===== config.mk =====
export PLATFORM = sky130hd
export DESIGN_NAME = round_robin_arb
export DESIGN_NICKNAME = d
export VERILOG_FILES = /design/src/rtl/round_arb_pkg.sv /design/src/rtl/rr_prio_pick.sv /design/src/rtl/round_robin_arb.sv
export SDC_FILE = /design/constraint.sdc
export NUM_CORES = 1
export LEC_CHECK = 0
export CAP_MARGIN = 20
export CORE_AREA = 4 4 41 43
export CTS_CLUSTER_DIAMETER = 150
export DETAILED_ROUTE_END_ITERATION = 8
export DIE_AREA = 0 0 45 47
export GPL_TIMING_DRIVEN = 0
export HOLD_SLACK_MARGIN = 0.12
export PLACE_DENSITY_LB_ADDON = 0.1
export SYNTH_ARGS = -nofsm -noshare
export SYNTH_HDL_FRONTEND = slang
export SYNTH_SLANG_ARGS = --single-unit

===== constraint.sdc =====
create_clock -name clk -period 1.16 [get_ports clk]
set_input_delay 0.232 -clock clk [delete_from_list [all_inputs] [get_ports clk]]
set_output_delay 0.232 -clock clk [all_outputs]
set_load 0.02 [all_outputs]

===== src/rtl/round_arb_pkg.sv =====
// Shared definitions for the round-robin arbiter: default requester count and index helpers.
// Latency: n/a (constants and pure functions only).
// Backpressure: n/a.
package round_arb_pkg;

    // Default number of requesters.
    localparam int ARB_N_DEFAULT = 4;

    // Widest requester vector the index helper understands; arbiters must keep N within this.
    localparam int ARB_MAX_N = 64;
    localparam int ARB_IDX_W = $clog2(ARB_MAX_N);

    // Binary index of the set bit in a one-hot vector (zero when the vector is empty).
    function automatic logic [ARB_IDX_W-1:0] onehot_to_idx(input logic [ARB_MAX_N-1:0] vec);
        logic [ARB_IDX_W-1:0] idx;
        idx = '0;
        for (int i = 0; i < ARB_MAX_N; i++) begin
            if (vec[i]) begin
                idx = idx | ARB_IDX_W'(i);
            end
        end
        return idx;
    endfunction

endpackage


===== src/rtl/rr_prio_pick.sv =====
// Rotating priority pick: one-hot of the first set req bit searching from ptr upward, modulo N.
// Latency: purely combinational.
// Backpressure: none; the result is recomputed from req and ptr every cycle.
module rr_prio_pick
    import round_arb_pkg::*;
#(
    parameter  int N     = ARB_N_DEFAULT,
    localparam int PTR_W = $clog2(N)
) (
    input  logic [N-1:0]     req,
    input  logic [PTR_W-1:0] ptr,
    output logic [N-1:0]     next_gnt
);

    localparam logic [N-1:0] ONE = N'(1);

    logic [2*N-1:0] req_dbl;
    logic [2*N-1:0] pick_dbl;
    logic [N-1:0]   req_rot;
    logic [N-1:0]   pick_rot;

    // Rotate req so ptr lands on bit 0, isolate the lowest set bit, then rotate back.
    always_comb begin
        req_dbl  = {req, req} >> ptr;
        req_rot  = req_dbl[N-1:0];
        pick_rot = req_rot & (~req_rot + ONE);
        pick_dbl = {pick_rot, pick_rot} << ptr;
        next_gnt = pick_dbl[2*N-1:N];
    end

endmodule


===== src/rtl/round_robin_arb.sv =====
// N-way round-robin arbiter with a registered one-hot grant; ROUND_ARB_LOCK_EN adds grant hold.
// Latency: one cycle from req sampled at an edge to gnt after that edge.
// Backpressure: none; requesters hold req until they see their gnt bit (or release it when locked).
module round_robin_arb
    import round_arb_pkg::*;
#(
    parameter  int N     = ARB_N_DEFAULT,
    localparam int PTR_W = $clog2(N)
) (
    input  logic         clk,
    input  logic         rst,
    input  logic [N-1:0] req,
    output logic [N-1:0] gnt
);

    localparam logic [PTR_W-1:0] LAST_IDX = PTR_W'(N - 1);
    localparam logic [PTR_W-1:0] PTR_ONE  = PTR_W'(1);

    logic [PTR_W-1:0] ptr;
    logic [PTR_W-1:0] ptr_nxt;
    logic [PTR_W-1:0] win_idx;
    logic [N-1:0]     pick;
    logic [N-1:0]     gnt_nxt;
`ifdef ROUND_ARB_LOCK_EN
    logic             hold;
`endif

    rr_prio_pick #(.N(N)) u_pick (
        .req      (req),
        .ptr      (ptr),
        .next_gnt (pick)
    );

    // Next grant and pointer: winner moves to lowest priority; an idle cycle leaves ptr alone.
    always_comb begin
        win_idx = PTR_W'(onehot_to_idx(ARB_MAX_N'(pick)));
        gnt_nxt = pick;
        ptr_nxt = ptr;
        if (pick != '0) begin
            ptr_nxt = (win_idx == LAST_IDX) ? '0 : win_idx + PTR_ONE;
        end
`ifdef ROUND_ARB_LOCK_EN
        // Current owner still requesting keeps the resource; ptr already points past it.
        hold = |(gnt & req);
        if (hold) begin
            gnt_nxt = gnt;
            ptr_nxt = ptr;
        end
`endif
    end

    // Grant and pointer registers; reset clears the grant the moment rst rises.
    always_ff @(posedge clk or posedge rst) begin
        if (rst) begin
            gnt <= '0;
            ptr <= '0;
        end else begin
            gnt <= gnt_nxt;
            ptr <= ptr_nxt;
        end
    end

endmodule


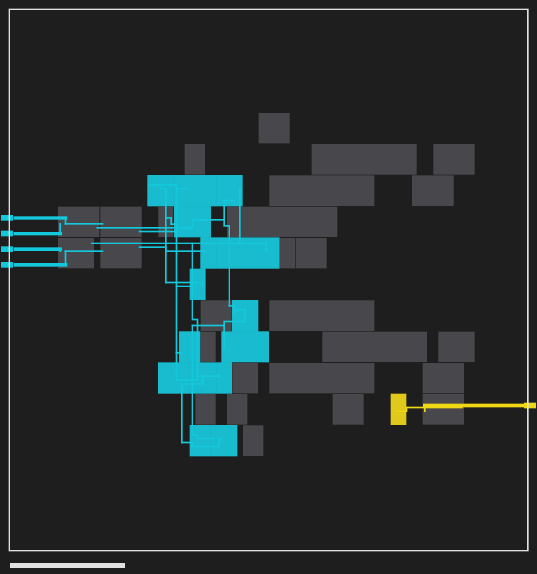
*Port wiring*
Bar = 10 um.
cyan -> `req`  # bits 4, direction input, end cells 15, wire 163 um
yellow -> `rst`  # bits 1, direction input, end cells 1, wire 15.0 um
number of I/O port buffers: 9
boundary pin count: 10

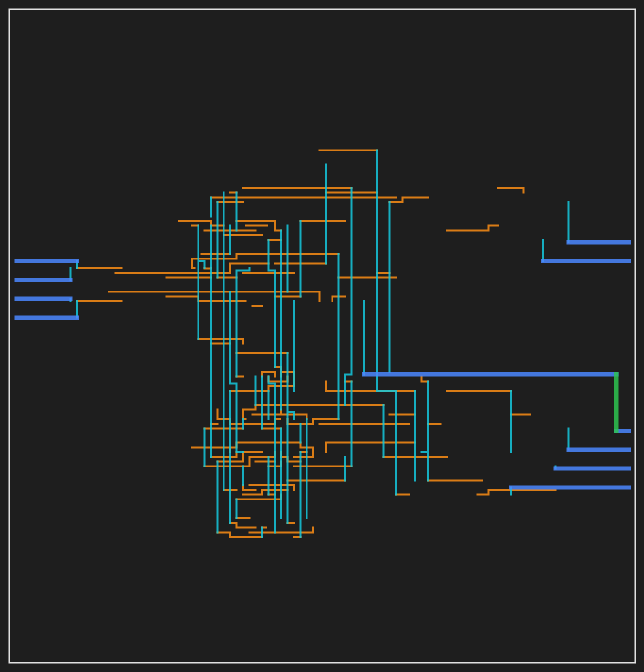
*Signal wires by layer*
cyan -> met2  # wire length 315 um
orange -> met1  # wire length 297 um
green -> met4  # wire length 4.10 um
blue -> met3  # wire length 64.4 um
total global routing track utilization: 0.0740
sum of routed wire length over all layers: 680 um
detailed-route wire length per cell: 11.7 um
detailed-route via count: 268

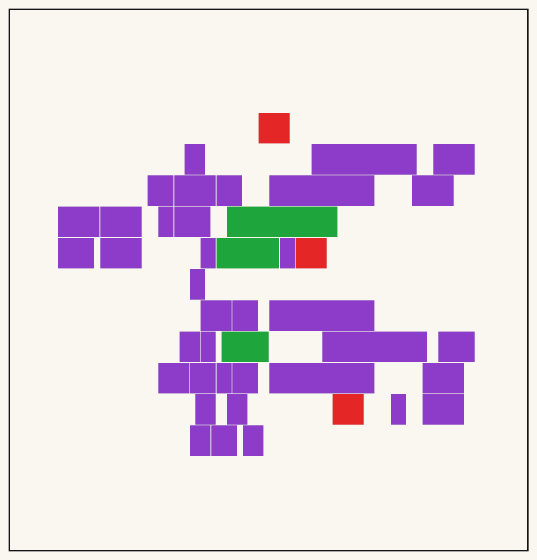
*Cells by drive strength*
green -> drive 2  # cells 3, share 7.0%
red -> drive 3 to 4  # cells 3, share 7.0%, most used clkbuf_4
purple -> drive 1 or less  # cells 37, share 86%, most used dfrtp_1
layout-stage area growth over the synthesis result: 42.8%
summed area of non-filler cells in the final layout: 434 sq um
post-layout worst setup margin: 0.0321 ns

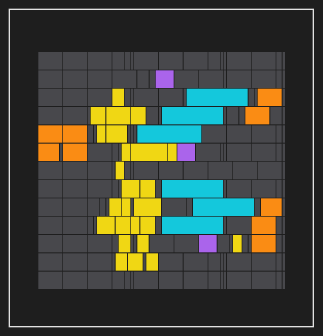
*Placement by cell class*
Fill, decap, tap and diode cells in gray.
purple -> cells driving clock nets  # cells 3, share of their area 5.4%
cyan -> flip-flops  # cells 6, share of their area 36%
yellow -> all other logic  # cells 25, share of their area 37%
orange -> other buffers and delay cells  # cells 9, share of their area 21%
utilization of the core after routing: 0.334
Site Rows: 13

==> reports/qor.log <==
qor: synth.synth_largest_type_area_fraction 0.494
qor: status.status completed
qor: power.pwr-share-clk 0.204
qor: final_layout.final_cell_mix sky130_fd_sc_hd__dfrtp_1 (5), sky130_fd_sc_hd__inv_1 (4), sky130_fd_sc_hd__clkdlybuf4s50_1 (4)
qor: synth.netlist_area_pre_place 304 sq um
qor: floorplan.die_h 47 um
qor: synth.synth_area_per_cell 9.81 sq um
qor: clock_network.cts_max_level 1
qor: floorplan.area_of_the_die 2120 sq um
qor: final_timing.slew_headroom 0.831
qor: worst_setup_path.arrival 0.90 ns
qor: synth.yosys-top-cells-count sky130_fd_sc_hd__dfrtp_1 (6), sky130_fd_sc_hd__inv_1 (4), sky130_fd_sc_hd__nand2b_1 (3), sky130_fd_sc_hd__o21ai_0 (3)
qor: power.p_sw 0.339 mW
qor: power.switching_share 0.372
qor: global_route.largest_net_degree_at_the_start_of_global_routing 9
qor: hold_path.min-delay-path-class in -> async
qor: global_route.antenna_found_initial 0
qor: power.cellLeakagePower 0.197 nW
qor: final_timing.worst_pin_slew 0.254 ns
qor: worst_setup_path.crit_buf_inv 1
qor: final_timing.setup_tns 0 ns
qor: worst_setup_path.crit_path_max_incr_delay 0.34 ns
qor: route.drt-pass1-iter-count 2
qor: placement.placedCellCount 55
qor: synth.synth_seq_share 0.494
qor: route.vias_per_cell 4.62
qor: clock_network.cts_tree done
qor: clock_network.clock_pin_slew_worst_setup_and_hold_paths 0.04 ns
qor: worst_setup_path.timing.critical_path.from_type register
qor: synth.yosys_warnings 0
qor: worst_setup_path.worst_reg2reg_path_length_in_cells 3
qor: final_layout.num-nets-final 51
qor: global_route.gr-total-overflow 0
qor: worst_setup_path.cp_cell_sequence dlygate4sd2_1
qor: final_layout.layout-drive-gt1-share 0.140
qor: synth.yosys-stat-area 304 sq um
qor: clock_network.tritoncts.num_buffers 3
qor: final_timing.rsz0062_at_grt false
qor: final_timing.hold_violations 0
qor: final_layout.final_standard_cell_count_with_taps_included_and_fillers_excluded 58
qor: final_timing.clock_skew 0.00351 ns
qor: route.dr.first_iter.drc_count 3
qor: clock_network.root_buffer sky130_fd_sc_hd__clkbuf_4
qor: power.seq_power_share 0.402
qor: clock_network.worstSkewPairLatency 0.24 ns
qor: final_layout.antenna_cells 0
qor: final_timing.finalCritPeriodShare 0.972
qor: synth.most_frequently_used_flop_master_after_synthesis sky130_fd_sc_hd__dfrtp_1
qor: final_timing.setup_violations 0
qor: clock_network.post-cts-setup-buffers 0
qor: synth.synth-seq-cells 6
qor: placement.place_congestion 0.823
qor: synth.most_area_consuming_cells_after_synthesis sky130_fd_sc_hd__dfrtp_1 (49%), sky130_fd_sc_hd__nand2b_1 (6.2%), sky130_fd_sc_hd__o21ai_0 (4.9%), sky130_fd_sc_hd__a221oi_2 (4.9%), sky130_fd_sc_hd__inv_1 (4.9%)
qor: power.vdd.ir_drop.worst 0.582 mV
qor: worst_setup_path.critPathTopFamily flip-flops
qor: placement.dpl-instance-area 413 sq um
qor: power.power.density 2100 nW/um^2
qor: route.drcViolationCount 0
qor: clock_network.cts-root-to-sink-buffers 2
qor: power.power.combinational.fraction 0.394
qor: final_timing.finalCriticalPeriod 1.13 ns
qor: global_route.grt_pass1_wl 1010 um
qor: final_timing.hold_slack 0.202 ns
qor: power.total_power 0.912 mW
qor: run.tool_warnings 26
qor: synth.netlist_instances 31
qor: worst_setup_path.timing.critical_path.fanout_max 1
qor: placement.dp_worst_setup_slack -0.324 ns
qor: synth.most_common_cell sky130_fd_sc_hd__dfrtp_1
qor: synth.synth_cell_types 16
qor: synth.share_of_async_settable_or_async_resettable_flops_after_synthesis 1.00
qor: run.maxCapViolations 0
qor: floorplan.core_area 1300 sq um
qor: final_timing.max_freq 887 MHz
qor: clock_network.cts-hold-fix-buffers 0
qor: synth.postSynthNetCount 37
qor: worst_setup_path.required 0.93 ns
qor: synth.synthDominantAreaCellType sky130_fd_sc_hd__dfrtp_1
qor: worst_setup_path.timing.critical_path.slowest_stage_cell sky130_fd_sc_hd__dfrtp_1
qor: synth.synth-edff-count 0
qor: worst_setup_path.worstSetupPathDepth 1
qor: final_layout.layout.cells.most_common sky130_fd_sc_hd__dfrtp_1
qor: worst_setup_path.timing.setup.critical_path_class reg -> out
qor: clock_network.postCtsResizedCells 5
qor: floorplan.effective_utilization_at_floorplan 0.234
qor: global_route.via_count_of_the_first_global_routing_pass 236
qor: synth.cells_in_synth_stat_txt 31
qor: route.postRouteAntennaNets 0
qor: worst_setup_path.cp-end-kind output pin
qor: clock_network.clkSinkCount 6
-- state kept, by name (all words and copies together) (netlist names) --
name	flops
ptr	2
gnt	4
-- path summary, 6_finish.rpt --
| kind | from | end | slack [ns] |
|---|---|---|---|
| min in group clk | req[2] | gnt[3]$_DFF_PP0_ | 0.48 |
| max in group asynchronous | rst | ptr[0]$_DFFE_PP0P_ | 0.75 |
| setup / recovery | gnt[1]$_DFF_PP0_ | gnt[1] | 0.03 |
| hold / removal | rst | ptr[1]$_DFFE_PP0P_ | 0.20 |
| setup reg to reg | ptr[0]$_DFFE_PP0P_ | gnt[0]$_DFF_PP0_ | 0.06 |
| hold reg to reg | ptr[0]$_DFFE_PP0P_ | gnt[2]$_DFF_PP0_ | 0.53 |
-- worst reg2reg max path, cell delays in order, from the launching register on --
cell and delay [ns]:
sky130_fd_sc_hd__dfrtp_2 0.43, sky130_fd_sc_hd__and2b_1 0.25, sky130_fd_sc_hd__o22ai_1 0.09, sky130_fd_sc_hd__a32o_1 0.21
-- metal layers --
metal / routed length (um) / track usage
met1: 296 / 0.0767
met2: 315 / 0.102
met3: 64 / 0.0345
met4: 4 / 0.0877
met5: 0 / 0
-- power groups by stage --
stage	logic (mW)	registers [mW]	clock network, mW
after floorplan	0.188	0.401	0
after global placement	0.382	0.362	0
after detailed placement	0.388	0.364	0
after CTS	0.355	0.360	0.196
after global routing	0.388	0.379	0.207
final	0.359	0.367	0.186
-- cell type report --
class / count / area, sq um
clock buffer: 3 / 22.5
timing repair buffer: 9 / 87.6
multi-input combinational: 21 / 139
sequential: 6 / 151
tap: 15 / 18.8
fill: 143 / 867
inverter: 4 / 15.0
-- cell families after synthesis --
logic type      synth area share
compound gates             0.313
flops                      0.494
simple gates               0.144
buf+inv                   0.0494
No activity file was given, so power comes from the tool's default toggle rates.
